==> src/rtl/imem_loader_if.sv <==
// Bundle of load-control, byte-stream, fetch and memory signals for imem_loader.
// slave = the loader itself, master = the driving environment.
interface imem_loader_if;
    logic        ld_start;
    logic [14:0] ld_len;
    logic        byte_valid;
    logic [7:0]  byte_data;
    logic        byte_ready;
    logic        ld_busy;
    logic        ld_done;
    logic        ld_err;
    logic        fetch_req;
    logic [13:0] fetch_addr;
    logic [31:0] fetch_data;
    logic        fetch_valid;
    logic        core_stall;
    logic        mem_ren;
    logic        mem_wen;
    logic [13:0] mem_addr;
    logic [31:0] mem_wdata;
    logic [31:0] mem_rdata;

    modport slave (
        input  ld_start, ld_len, byte_valid, byte_data, fetch_req, fetch_addr, mem_rdata,
        output byte_ready, ld_busy, ld_done, ld_err, fetch_data, fetch_valid, core_stall,
               mem_ren, mem_wen, mem_addr, mem_wdata
    );

    modport master (
        output ld_start, ld_len, byte_valid, byte_data, fetch_req, fetch_addr, mem_rdata,
        input  byte_ready, ld_busy, ld_done, ld_err, fetch_data, fetch_valid, core_stall,
               mem_ren, mem_wen, mem_addr, mem_wdata
    );
endinterface

==> src/rtl/imem_loader.sv <==
// Instruction-memory loader: assembles a little-endian byte stream into 32-bit words
// and writes them to memory, stalling the core; passes core fetches through when idle.
module imem_loader #(
    parameter logic [13:0] START_ADDR = 14'h0000,
    parameter int unsigned TIMEOUT    = 1024
) (
    input logic          clk,
    input logic          rst,
    imem_loader_if.slave bus
);

    typedef enum logic [2:0] {IDLE, LOAD, WRITE, DONE, ERR} state_t;

    localparam logic [15:0] TIMEOUT_W = 16'(TIMEOUT);

    state_t      state_q, state_d;
    logic [14:0] len_q, len_d;
    logic [14:0] word_cnt_q, word_cnt_d;
    logic [1:0]  byte_cnt_q, byte_cnt_d;
    logic [15:0] idle_cnt_q, idle_cnt_d;
    logic [31:0] asm_q, asm_d;

    always_ff @(posedge clk or posedge rst) begin
        if (rst) begin
            state_q    <= IDLE;
            len_q      <= '0;
            word_cnt_q <= '0;
            byte_cnt_q <= '0;
            idle_cnt_q <= '0;
            asm_q      <= '0;
        end else begin
            state_q    <= state_d;
            len_q      <= len_d;
            word_cnt_q <= word_cnt_d;
            byte_cnt_q <= byte_cnt_d;
            idle_cnt_q <= idle_cnt_d;
            asm_q      <= asm_d;
        end
    end

    always_comb begin
        state_d    = state_q;
        len_d      = len_q;
        word_cnt_d = word_cnt_q;
        byte_cnt_d = byte_cnt_q;
        idle_cnt_d = idle_cnt_q;
        asm_d      = asm_q;

        bus.byte_ready  = 1'b0;
        bus.ld_busy     = 1'b1;
        bus.core_stall  = 1'b1;
        bus.ld_done     = 1'b0;
        bus.ld_err      = 1'b0;
        bus.fetch_valid = 1'b0;
        bus.fetch_data  = '0;
        bus.mem_ren     = 1'b0;
        bus.mem_wen     = 1'b0;
        bus.mem_addr    = START_ADDR + word_cnt_q[13:0];
        bus.mem_wdata   = asm_q;

        unique case (state_q)
            IDLE: begin
                bus.ld_busy     = 1'b0;
                bus.core_stall  = 1'b0;
                bus.mem_ren     = bus.fetch_req;
                bus.mem_addr    = bus.fetch_addr;
                bus.fetch_valid = bus.fetch_req;
                bus.fetch_data  = bus.mem_rdata;
                if (bus.ld_start) begin
                    len_d      = bus.ld_len;
                    word_cnt_d = '0;
                    byte_cnt_d = '0;
                    idle_cnt_d = '0;
                    state_d    = (bus.ld_len != '0) ? LOAD : DONE;
                end
            end
            LOAD: begin
                bus.byte_ready = 1'b1;
                if (bus.byte_valid) begin
                    asm_d[{byte_cnt_q, 3'b000} +: 8] = bus.byte_data;
                    byte_cnt_d = byte_cnt_q + 2'd1;
                    idle_cnt_d = '0;
                    if (byte_cnt_q == 2'd3) state_d = WRITE;
                end else begin
                    idle_cnt_d = idle_cnt_q + 16'd1;
                    if (idle_cnt_d == TIMEOUT_W) state_d = ERR;
                end
            end
            WRITE: begin
                bus.mem_wen = 1'b1;
                word_cnt_d  = word_cnt_q + 15'd1;
                state_d     = (word_cnt_d == len_q) ? DONE : LOAD;
            end
            DONE: begin
                bus.ld_done = 1'b1;
                state_d     = IDLE;
            end
            ERR: begin
                bus.ld_err = 1'b1;
                state_d    = IDLE;
            end
            default: state_d = IDLE;
        endcase
    end

endmodule
==> src/flat_wrapper.sv <==
// flat-port wrapper written by rule: the top's interface ports become plain ports
module imem_loader_flat 
#(
    parameter logic [13:0] START_ADDR = 14'h0000,
    parameter int unsigned TIMEOUT    = 1024
)
  (clk, rst, bus_ld_start, bus_ld_len, bus_byte_valid, bus_byte_data, bus_fetch_req, bus_fetch_addr, bus_mem_rdata, bus_byte_ready, bus_ld_busy, bus_ld_done, bus_ld_err, bus_fetch_data, bus_fetch_valid, bus_core_stall, bus_mem_ren, bus_mem_wen, bus_mem_addr, bus_mem_wdata);
  imem_loader_if bus_i ();
  input logic clk;
  input logic rst;
  input wire logic [$bits(bus_i.ld_start)-1:0] bus_ld_start;
  input wire logic [$bits(bus_i.ld_len)-1:0] bus_ld_len;
  input wire logic [$bits(bus_i.byte_valid)-1:0] bus_byte_valid;
  input wire logic [$bits(bus_i.byte_data)-1:0] bus_byte_data;
  input wire logic [$bits(bus_i.fetch_req)-1:0] bus_fetch_req;
  input wire logic [$bits(bus_i.fetch_addr)-1:0] bus_fetch_addr;
  input wire logic [$bits(bus_i.mem_rdata)-1:0] bus_mem_rdata;
  output wire logic [$bits(bus_i.byte_ready)-1:0] bus_byte_ready;
  output wire logic [$bits(bus_i.ld_busy)-1:0] bus_ld_busy;
  output wire logic [$bits(bus_i.ld_done)-1:0] bus_ld_done;
  output wire logic [$bits(bus_i.ld_err)-1:0] bus_ld_err;
  output wire logic [$bits(bus_i.fetch_data)-1:0] bus_fetch_data;
  output wire logic [$bits(bus_i.fetch_valid)-1:0] bus_fetch_valid;
  output wire logic [$bits(bus_i.core_stall)-1:0] bus_core_stall;
  output wire logic [$bits(bus_i.mem_ren)-1:0] bus_mem_ren;
  output wire logic [$bits(bus_i.mem_wen)-1:0] bus_mem_wen;
  output wire logic [$bits(bus_i.mem_addr)-1:0] bus_mem_addr;
  output wire logic [$bits(bus_i.mem_wdata)-1:0] bus_mem_wdata;
  assign bus_i.ld_start = bus_ld_start;
  assign bus_i.ld_len = bus_ld_len;
  assign bus_i.byte_valid = bus_byte_valid;
  assign bus_i.byte_data = bus_byte_data;
  assign bus_i.fetch_req = bus_fetch_req;
  assign bus_i.fetch_addr = bus_fetch_addr;
  assign bus_i.mem_rdata = bus_mem_rdata;
  assign bus_byte_ready = bus_i.byte_ready;
  assign bus_ld_busy = bus_i.ld_busy;
  assign bus_ld_done = bus_i.ld_done;
  assign bus_ld_err = bus_i.ld_err;
  assign bus_fetch_data = bus_i.fetch_data;
  assign bus_fetch_valid = bus_i.fetch_valid;
  assign bus_core_stall = bus_i.core_stall;
  assign bus_mem_ren = bus_i.mem_ren;
  assign bus_mem_wen = bus_i.mem_wen;
  assign bus_mem_addr = bus_i.mem_addr;
  assign bus_mem_wdata = bus_i.mem_wdata;
  imem_loader #(.START_ADDR(START_ADDR), .TIMEOUT(TIMEOUT)) u_core (.clk(clk), .rst(rst), .bus(bus_i));
endmodule
==> config.mk <==
export PLATFORM = sky130hd
export DESIGN_NAME = imem_loader_flat
export DESIGN_NICKNAME = d
export VERILOG_FILES = /design/src/rtl/imem_loader_if.sv /design/src/rtl/imem_loader.sv /design/src/flat_wrapper.sv
export SDC_FILE = /design/constraint.sdc
export NUM_CORES = 1
export LEC_CHECK = 0
export CAP_MARGIN = 10
export CORE_MARGIN = 3
export CORE_UTILIZATION = 42
export CTS_CLUSTER_SIZE = 14
export DETAILED_ROUTE_END_ITERATION = 7
export PLACE_DENSITY = 0.78
export SLEW_MARGIN = 20
export SYNTH_ARGS = -nofsm -noshare
export SYNTH_HDL_FRONTEND = slang
export SYNTH_SLANG_ARGS = --single-unit
==> constraint.sdc <==
create_clock -name clk -period 2.2 [get_ports clk]
set_input_delay 0.22 -clock clk [delete_from_list [all_inputs] [get_ports clk]]
set_output_delay 0.22 -clock clk [all_outputs]
set_load 0.03 [all_outputs]
**Run 1: clock wiring as the flow saved it**

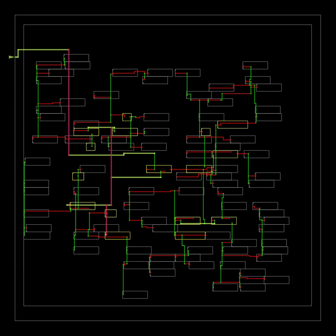
clock skew: 0.00595 ns
Clock Latency Late Sink: 0.33 ns
number of clock sinks: 83
cts bufs inserted: 9

**Run 1: clock wires, drivers and flops**

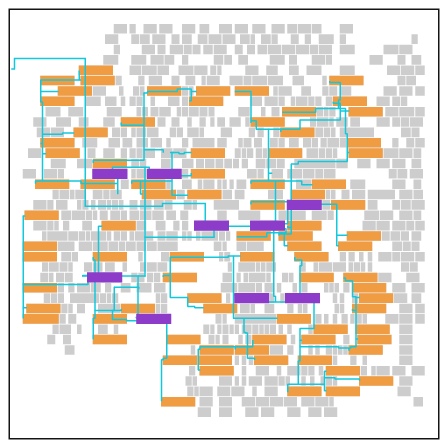
orange -> flip-flops  # count 83
purple -> cells driving clock nets  # count 9
cyan -> clock wires  # length 1050 µm
routed clock nets = 10
flops lie = spread over the die
Clock power frac: 20.7%
Clock net power: 0.00168 W

==> impl_metrics.ini, run 1 <==
; yosys + openroad results
[layout]
syn_to_final_growth_pct = 45.7
layout_top_cell = clkdlybuf4s50_1
n_fill_cell = 909
utilization_pct = 63.3
drive_gt1_share_pct = 20.1
most-common-layout-cells = 109 x clkdlybuf4s50_1, 104 x nand2_1, 86 x o21ai_0, 82 x dfrtp_1, 63 x buf_4
final_cells = 861
design_area_um2 = 6920
nNetsFinal = 799

[synthesis]
ys_async_sr_fraction_pct = 100
most_common_cell = nand2_1
syn_nets = 626
avgSynthCellArea_um2 = 8.75
ys_cells = 543
topCellsByArea = dfrtp_1 44%, o21ai_0 9.1%, nand2_1 8.3%, mux2_2 6.4%, and2_1 5.1%
common_cells = 105 x nand2_1, 86 x o21ai_0, 83 x dfrtp_1, 39 x and2_1
ys_seq_share_pct = 43.7
synth-edff-count = 0
yosysTopAreaCellShare_pct = 43.7
ys_types = 52
netlist_instances = 543
ys_warn_count = 0
ff_type = dfrtp_1

[drt]
vias = 4690
wirelength_met1_um = 5880
wl_per_cell_um = 16.2
ant_nets = 0
routed_wl_um = 13900
wl_met2_um = 6970
drc = 0
top_layer_used = met4

[critical_path]
reg2reg_to = u_core.state_q[2]
crit_chain = nor3_4, buf_12, mux2_2, dlygate4sd2_1
crit_type = reg -> out
critical_path.max_fanout = 28
crit_family = buffers and inverters
worstSetupEndpointType = primary output
rrSetupSlack_ns = 0.10
slowest_delay_ns = 0.41
slowest_stage = dfrtp_1
worstReg2RegStart = u_core.idle_cnt_q[6]
critPathArrivalTime_ns = 1.94
cp_num_buf_inv = 2
required_ns = 1.98

[final_timing]
worst_slew_pin_slew_ns = 0.645
drv_slew = 0
rsz0062_at_grt = true
hold_viol = 0
setup_tns_ns = 0
setup_viol = 0
fmax_mhz = 462
hold_ws_ns = 0.365
maxSlewHeadroom_pct = 57.0
finalCriticalPeriod_ns = 2.16
fin_ws_ns = 0.0378
post-route-period-util_pct = 98.3

[outcome]
status = finished clean

[place]
numPlacedInstances = 845
gp_congestion = 0.925
io_buffers = 159
dpl_cell_area_um2 = 6580
hpwlAfterDp_um = 10500

[grt]
met2_usage_pct = 36.7
grt_first_pass_wirelength_um = 22800
met1_usage_pct = 28.4
grt_remaining_overflow = 0
antenna_found_initial = 0
track_usage_pct = 21.8
grt_busiest_layer = met2
grt_pass1_vias = 4602

[floorplan]
core_area_um2 = 10900
rows = 38
dieWidth_um = 112
pin_count = 160
floorplan.core_util_pct = 43.5

[clock_tree]
tritoncts = done
cts_buffer_depth = 2

[power]
powerDensity_nw_per_um2 = 1170
ir_drop_mv = 0.687

[min_path]
hp-class = in -> async

[job]
cap_violations = 0
**Run 1: the metal 1 layer**

Supply wires on this layer in grey. Cells faint in the background.
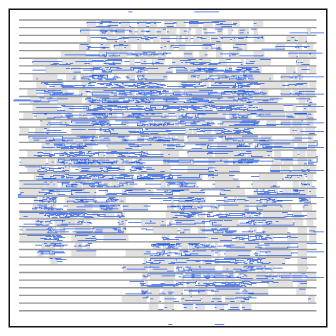
longest straight run = 28.1 µm
share of all routed wire = 42%

## run 1: layout make-up
class	count	area (µm²)	share of cell area [%]
multi-input combinational	425	2600	37.6
sequential	83	2080	30.0
tap	140	175	2.53
timing repair buffer	190	1710	24.6
clock buffer	9	225	3.25
inverter	7	30.0	0.434
clock inverter	7	109	1.57
## run 1: power breakdown
part	internal (W)	total (W)	switching, W
clock	0.00102	0.00168	0.000664
sequential	0.00192	0.00223	0.000313
combinational	0.00175	0.00420	0.00245
total	0.00469	0.00812	0.00343
## run 1: how the worst max path moves through the flow
stage	from	slack, ns	depth (start not counted)	to
3_3_place_gp	u_core.state_q[2]	0.07	4	bus_mem_addr[3]
6_report	u_core.state_q[2]	0.04	4	bus_mem_addr[10]
4_1_cts	u_core.state_q[2]	0.01	4	bus_mem_addr[13]
3_5_place_dp	u_core.state_q[2]	0.05	4	bus_mem_addr[3]
2_1_floorplan	u_core.idle_cnt_q[0]	0.03	7	u_core.state_q[2]
5_1_grt	u_core.state_q[2]	-0.02	4	bus_mem_addr[10]
## run 1: sequential cells by signal (all words and copies together) (netlist names)
signal	flops
u_core.word_cnt_q	15
u_core.idle_cnt_q	16
u_core.byte_cnt_q	2
u_core.state_q	3
u_core.len_q	15
u_core.bus.mem_wdata	32
## run 1: cell families after synthesis
family,after synthesis,synth area share [%]
buffers and inverters,35,3.13
XOR/XNOR,22,4.05
multiplexers,27,6.40
AND/OR/NAND/NOR,242,25.5
AND-OR/OR-AND,125,14.9
flip-flops,83,43.7
adder cells (fa/ha/maj),9,2.37
## run 1: repair_timing
item | in CTS | in global routing
hold buffers | 0 | 0
hold endpoints to repair | 0 | 0
setup endpoints to repair | 15 | 28
resized | 17 | 34
pin swaps | 0 | 0
buffers inserted | 0 | 0
==> inputs of run 2 (changes only) <==
--- a/config.mk
+++ b/config.mk
@@ -10,7 +10,7 @@
 export CORE_UTILIZATION = 42
 export CTS_CLUSTER_SIZE = 14
 export DETAILED_ROUTE_END_ITERATION = 7
-export PLACE_DENSITY = 0.78
+export PLACE_DENSITY = 0.75
 export SLEW_MARGIN = 20
 export SYNTH_ARGS = -nofsm -noshare
 export SYNTH_HDL_FRONTEND = slang
==> run 2 against run 1 <==
Critical path depth is 1 lower. Sequential power is essentially flat. Count of clock-buffer cells in the layout did not move. Synthesized cell count stayed put. Sequential share of layout area decreased by 0.24 points. Global-route usage is 0.74 points higher. Combinational power up 1%. Total power down 0.24%. Area after synthesis unchanged. Setup slack improved by 0.024 ns. Non-clock buffer count grew 4.
==> impl_metrics.ini, run 2 <==
; yosys + openroad results
[outcome]
status = finished clean

[synthesis]
ys.flops = 83
ff_type = dfrtp_1
netlist_instances = 543
ys_seq_share_pct = 43.7
most_common_cell = nand2_1
ys_warn_count = 0
ys_types = 52
yosysChipArea_um2 = 4750
ys_async_sr_fraction_pct = 100
synth-edff-count = 0
ys_cells = 543
yosysTopAreaCellShare_pct = 43.7
common_cells = 105 x nand2_1, 86 x o21ai_0, 83 x dfrtp_1, 39 x and2_1
topCellsByArea = dfrtp_1 44%, o21ai_0 9.1%, nand2_1 8.3%, mux2_2 6.4%, and2_1 5.1%
syn_nets = 626
avgSynthCellArea_um2 = 8.75

[critical_path]
cp-endpoint = bus_byte_ready
slowest_delay_ns = 0.73
slowest_stage = clkdlybuf4s50_1
rrSetupSlack_ns = 0.08
critPathArrivalTime_ns = 1.92
critical_path.startpoint = u_core.state_q[2]
reg2reg_to = u_core.state_q[2]
crit_type = reg -> out
crit_chain = buf_4, nor3b_4, clkdlybuf4s50_1
worstReg2RegStart = u_core.idle_cnt_q[0]
required_ns = 1.98
worstSetupEndpointType = primary output
critical_path.max_fanout = 5

[clock_tree]
cts.sinks = 83
clkTransAtPathRegs_ns = 0.07
ctsHoldBuffers = 0
cts_htree_levels = 3
tritoncts = done
cts_setup_buffers = 0
clk_latency_ns = 0.33
cts_buffer_depth = 2
cts_made_buffers = 9

[power]
ir_drop_mv = 0.555
powerDensity_nw_per_um2 = 1160

[min_path]
hp-class = in -> async

[drt]
routed_wl_um = 14200
drc = 0
vias = 4670
via_per_inst = 5.40
wl_per_cell_um = 16.5
ant_nets = 0

[final_timing]
setup_tns_ns = 0
post-route-period-util_pct = 97.2
worst_slew_pin_slew_ns = 0.967
drv_slew = 0
setup_viol = 0
finalCriticalPeriod_ns = 2.14
maxSlewHeadroom_pct = 35.3
hold_viol = 0
hold_ws_ns = 0.344
fmax_mhz = 468

[job]
cap_violations = 0
warning_count = 32

[grt]
gr-usage-met3_pct = 3.83
antenna_found_initial = 0
grt_first_pass_wirelength_um = 23000
met1_usage_pct = 28.7
grt_remaining_overflow = 0
grt_busiest_layer = met2
track_usage_pct = 22.5
met2_usage_pct = 39.1
grt_pass1_vias = 4437

[place]
gp_congestion = 0.905
hpwlAfterDp_um = 10900
io_buffers = 159

[layout]
largest_register_ffs = 32
nNetsFinal = 803
n_fill_cell = 882
layout_top_cell = clkdlybuf4s50_1
most-common-layout-cells = 109 x clkdlybuf4s50_1, 104 x nand2_1, 86 x o21ai_0, 82 x dfrtp_1, 67 x buf_4
drive_gt1_share_pct = 19.0

[floorplan]
dieWidth_um = 112
floorplan.core_util_pct = 43.5
pin_count = 160
dieHeight_um = 112
==> run 2: report_power, final <==
group | switching [W] | internal, W
registers | 0.000293 | 0.00192
clock network | 0.000625 | 0.00100
logic | 0.00247 | 0.00179
total | 0.00338 | 0.00471
==> run 2: what timing repair did <==
item / CTS / global route
setup endpoints to repair: 13 / 8
resized: 13 / 12
pin swaps: 0 / 1
==> run 2: critical path: cells and delay by family, from the launching register on <==
family                 cells  cell delay [ns]
DFF                        1             0.39
buffers and inverters      2             0.89
and+or+nand+nor            1             0.30
==> run 2: cells by family (layout without fill, tap and decap cells) <==
| logic type | after synthesis | in the layout | share of synthesized area (%) |
|---|---|---|---|
| xor+xnor | 22 | 22 | 4.05 |
| flops | 83 | 83 | 43.7 |
| mux | 27 | 27 | 6.40 |
| compound gates | 125 | 125 | 14.9 |
| fa+ha+maj | 9 | 9 | 2.37 |
| simple gates | 242 | 242 | 25.5 |
| buf+inv | 35 | 217 | 3.13 |
==> run 2: final cells by class <==
cell class,instances,area (µm²),share of cell area [%]
clock buffers,9,225,3.23
well taps,140,175,2.51
multi-input cells,425,2580,36.9
repair buffers,194,1790,25.7
inverters,7,30.0,0.430
clock inverters,7,100,1.43
flip-flops and latches,83,2080,29.8
==> run 2: layer usage <==
layer | wire [µm] | vias to the layer above
met4 | 287 | 0
met5 | 0 | -
li1 | - | 2257
met3 | 1060 | 19
met2 | 7110 | 197
met1 | 5790 | 2197
==> run 2: metrics by stage <==
stage | utilization (%) | instance area [µm²] | std cells
finish | 63.8 | 6980 | 865
global route | 63.8 | 6980 | 865
CTS | 63.4 | 6930 | 865
detailed placement | 60.6 | 6620 | 849
global placement | 60.6 | 6620 | 849
floorplan | - | 4760 | 543
**Run 2: cell sizes after repair**

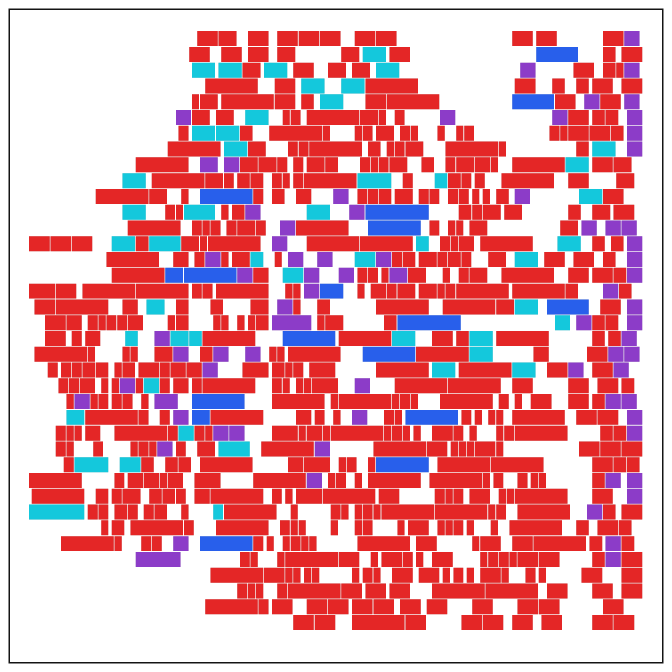
red -> drive 1 or less  # cells 587, share 81%, most used clkdlybuf4s50_1
cyan -> drive 2  # cells 48, share 6.6%, most used mux2_2
purple -> drive 3 to 4  # cells 73, share 10%, most used buf_4
blue -> drive 6 and up  # cells 17, share 2.3%, most used clkbuf_16
worst setup margin: 0.0615 ns
Area Growth Syn to Fin: 46.8%

**Run 2: cell classes on the final placement**

Scale bar: 20 µm.
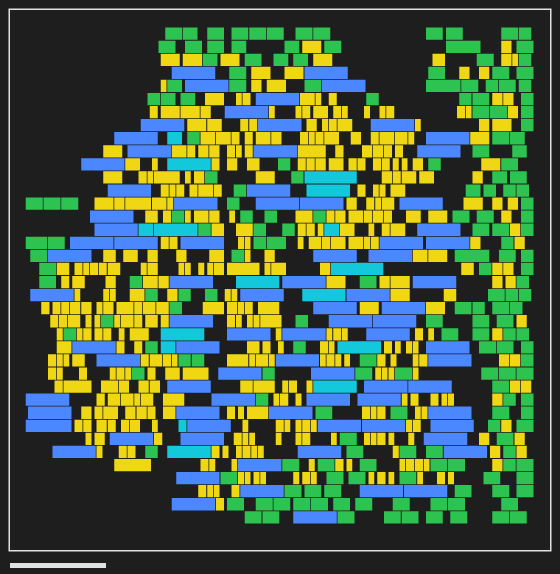
green -> other buffers and delay cells  # cells 194, share of their area 26%
cyan -> clock drivers and dummy loads  # cells 16, share of their area 4.8%
yellow -> all other logic  # cells 432, share of their area 38%
blue -> flip-flops  # cells 83, share of their area 31%
fraction of area in registers: 29.8%
final core utilization: 63.8%
num rows: 38
Core Area: 10900 µm²

**Run 2: clock wiring as the flow saved it**

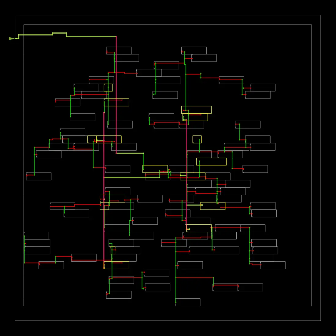
# clk buffers: 9
Seq cells: 83
clock skew: 0.00994 ns

==> inputs of run 3 (changes only) <==
--- a/config.mk
+++ b/config.mk
@@ -7,10 +7,11 @@
 export LEC_CHECK = 0
 export CAP_MARGIN = 10
 export CORE_MARGIN = 3
-export CORE_UTILIZATION = 42
+export CORE_UTILIZATION = 45
 export CTS_CLUSTER_SIZE = 14
 export DETAILED_ROUTE_END_ITERATION = 7
-export PLACE_DENSITY = 0.75
+export DONT_BUFFER_PORTS = 1
+export PLACE_DENSITY = 0.59
 export SLEW_MARGIN = 20
 export SYNTH_ARGS = -nofsm -noshare
 export SYNTH_HDL_FRONTEND = slang
==> run 3 against run 2 <==
Worst hold slack worse by 0.30 ns. First-iteration DRC count down 20%. Die size is 6.3% lower. Cell area fell by 20%. Sequential cell count did not move. Sequential share of layout area increased by 7.4 points. Area after synthesis unchanged. Critical path depth increased by 3. Non-clock buffer count decreased by 136. Setup slack better by 0.052 ns. Clock skew grew 0.013 ns.
==> impl_metrics.ini, run 3 <==
; yosys + openroad results
[final_timing]
setup_tns_ns = 0
fin_ws_ns = 0.113
maxSlewHeadroom_pct = 42.5
hold_viol = 0
hold_ws_ns = 0.0420
drv_slew = 0
worst_slew_pin_slew_ns = 0.859
finalCriticalPeriod_ns = 2.09
fmax_mhz = 479
setup_viol = 0

[critical_path]
critical_path.max_fanout = 6
crit_type = reg -> reg
critical_path.startpoint = u_core.idle_cnt_q[6]
rrSetupSlack_ns = 0.11
cp-endpoint = u_core.state_q[2]
required_ns = 2.45
critPathArrivalTime_ns = 2.34

[synthesis]
yosysChipArea_um2 = 4750
ys.flops = 83
ys_warn_count = 0
ys_types = 52
ys_async_sr_fraction_pct = 100
common_cells = 105 x nand2_1, 86 x o21ai_0, 83 x dfrtp_1, 39 x and2_1
yosys.area_share.aoi_pct = 14.9
synth-edff-count = 0
yosysTopAreaCellShare_pct = 43.7
synthSimpleGateAreaFrac_pct = 25.5
ys_seq_share_pct = 43.7
syn_nets = 626
topCellsByArea = dfrtp_1 44%, o21ai_0 9.1%, nand2_1 8.3%, mux2_2 6.4%, and2_1 5.1%
avgSynthCellArea_um2 = 8.75
ys_cells = 543
logic_family = simple AND/OR/NAND/NOR gates

[layout]
comb_area_um2 = 2570
layout_top_cell = nand2_1
drive_gt1_share_pct = 17.0
largest_register_ffs = 32
utilization_pct = 55.8
design_area_um2 = 5580
syn_to_final_growth_pct = 17.5
nNetsFinal = 667
n_fill_cell = 890

[place]
dpl_cell_area_um2 = 5110
io_buffers = 0
gp_congestion = 0.885
hpwlAfterDp_um = 9380
numPlacedInstances = 682

[floorplan]
dieHeight_um = 109
pin_count = 160
dieWidth_um = 109

[grt]
grt_pass1_vias = 3798
grt_remaining_overflow = 0
track_usage_pct = 21.8
grt_first_pass_wirelength_um = 20100

[drt]
routed_wl_um = 12900
ant_nets = 0
via_per_inst = 5.72
vias = 4128
wl_per_cell_um = 17.8

[power]
p_comb_share_pct = 43.3
power_frac_seq_pct = 39.9
power_frac_clock_pct = 16.9
p_int_w = 0.00338
switching_share_pct = 48.8

[outcome]
status = finished clean

[clock_tree]
cts_htree_levels = 3
clkTransAtPathRegs_ns = 0.09

[job]
warning_count = 32

[min_path]
hp-class = in -> reg
[run 3: cell counts after synthesis]
No cell type changed its count.
[run 3: final cells by class]
class	count	area share, %
flip-flops and latches	83	37.2
repair buffers	58	9.61
clock inverters	7	1.37
well taps	133	2.98
clock buffers	9	2.22
multi-input cells	425	46.1
inverters	7	0.538
[run 3: power groups by stage]
stage	logic (W)	clock network [W]	registers [W]
floorplan	0.00223	0	0.00257
global route	0.00315	0.00121	0.00269
finish	0.00286	0.00111	0.00263
CTS	0.00285	0.00115	0.00263
global placement	0.00275	0	0.00265
detailed placement	0.00280	0	0.00267
[run 3: logic make-up (layout without fill, tap and decap cells)]
family / after synthesis / in the layout
xor gates and xnor gates: 22 / 22
adders and majority gates: 9 / 9
DFF: 83 / 83
AOI/OAI and AO/OA: 125 / 125
muxes: 27 / 27
and+or+nand+nor: 242 / 242
buffers and inverters: 35 / 81
[run 3: repair_timing]
item	4_1_cts	5_1_grt
hold buffers	23	1
buffers inserted	0	0
resized	0	10
endpoints found under the hold margin	78	1
setup endpoints to repair	0	17
[run 3: per-layer routing]
layer  track usage [%]  share of wire [%]  vias to the layer above
li1                  -                  -                     1985
met1              27.2                 40                     1938
met2              36.3                 49                      185
met3              7.10                9.3                       20
met4              6.04                1.4                        0
met5                 0                  0                        -
[run 3: critical path, stage by stage, from the launching register on]
cell and delay (ns):
dfrtp_2 0.44, nand4_4 0.12, or4_4 0.57, or4_1 0.51
nand2_2 0.12, nor4_1 0.06, and3_1 0.17
**Run 3: cell sizes after repair**

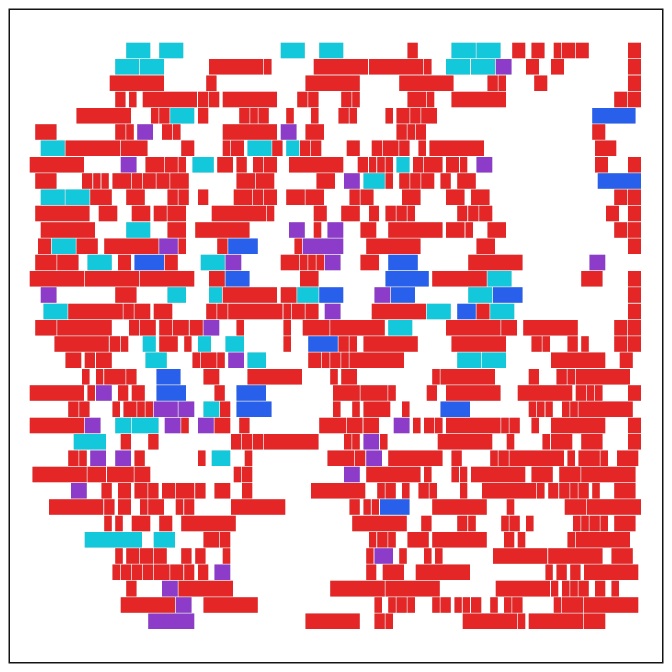
cyan -> drive 2  # cells 46, share 7.8%, most used mux2_2
red -> drive 1 or less  # cells 489, share 83%, most used nand2_1
blue -> drive 6 and up  # cells 18, share 3.1%, most used clkbuf_8
purple -> drive 3 to 4  # cells 36, share 6.1%, most used buf_4

**Run 3: clock wiring as the flow saved it**

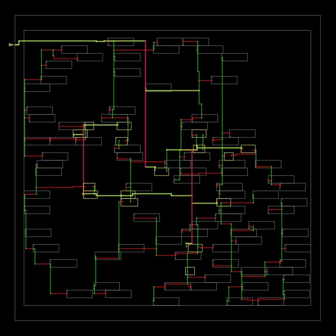
Clock Latency Late Sink: 0.37 ns
clock skew: 0.0227 ns
Clock net power: 0.00111 W

**Run 3: cell classes on the final placement**

Scale bar: 20 µm.
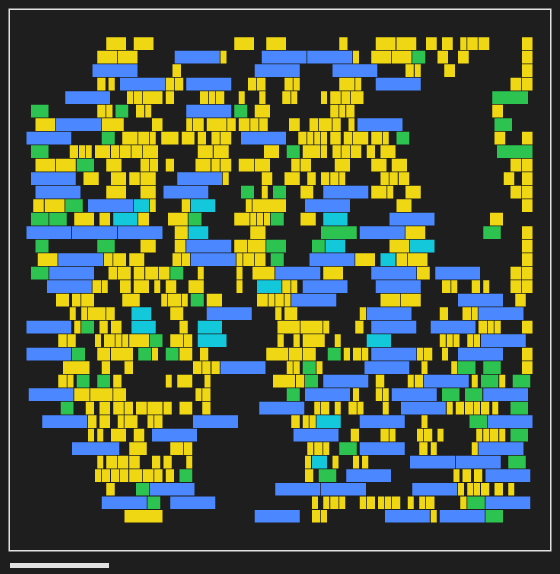
green -> other buffers and delay cells  # cells 58, share of their area 9.9%
cyan -> clock drivers and dummy loads  # cells 16, share of their area 3.7%
blue -> flip-flops  # cells 83, share of their area 38%
yellow -> all other logic  # cells 432, share of their area 48%
fraction of area in registers: 37.2%
num rows: 36
Core Area: 10000 µm²

No activity file was given, so power comes from the tool's default toggle rates.
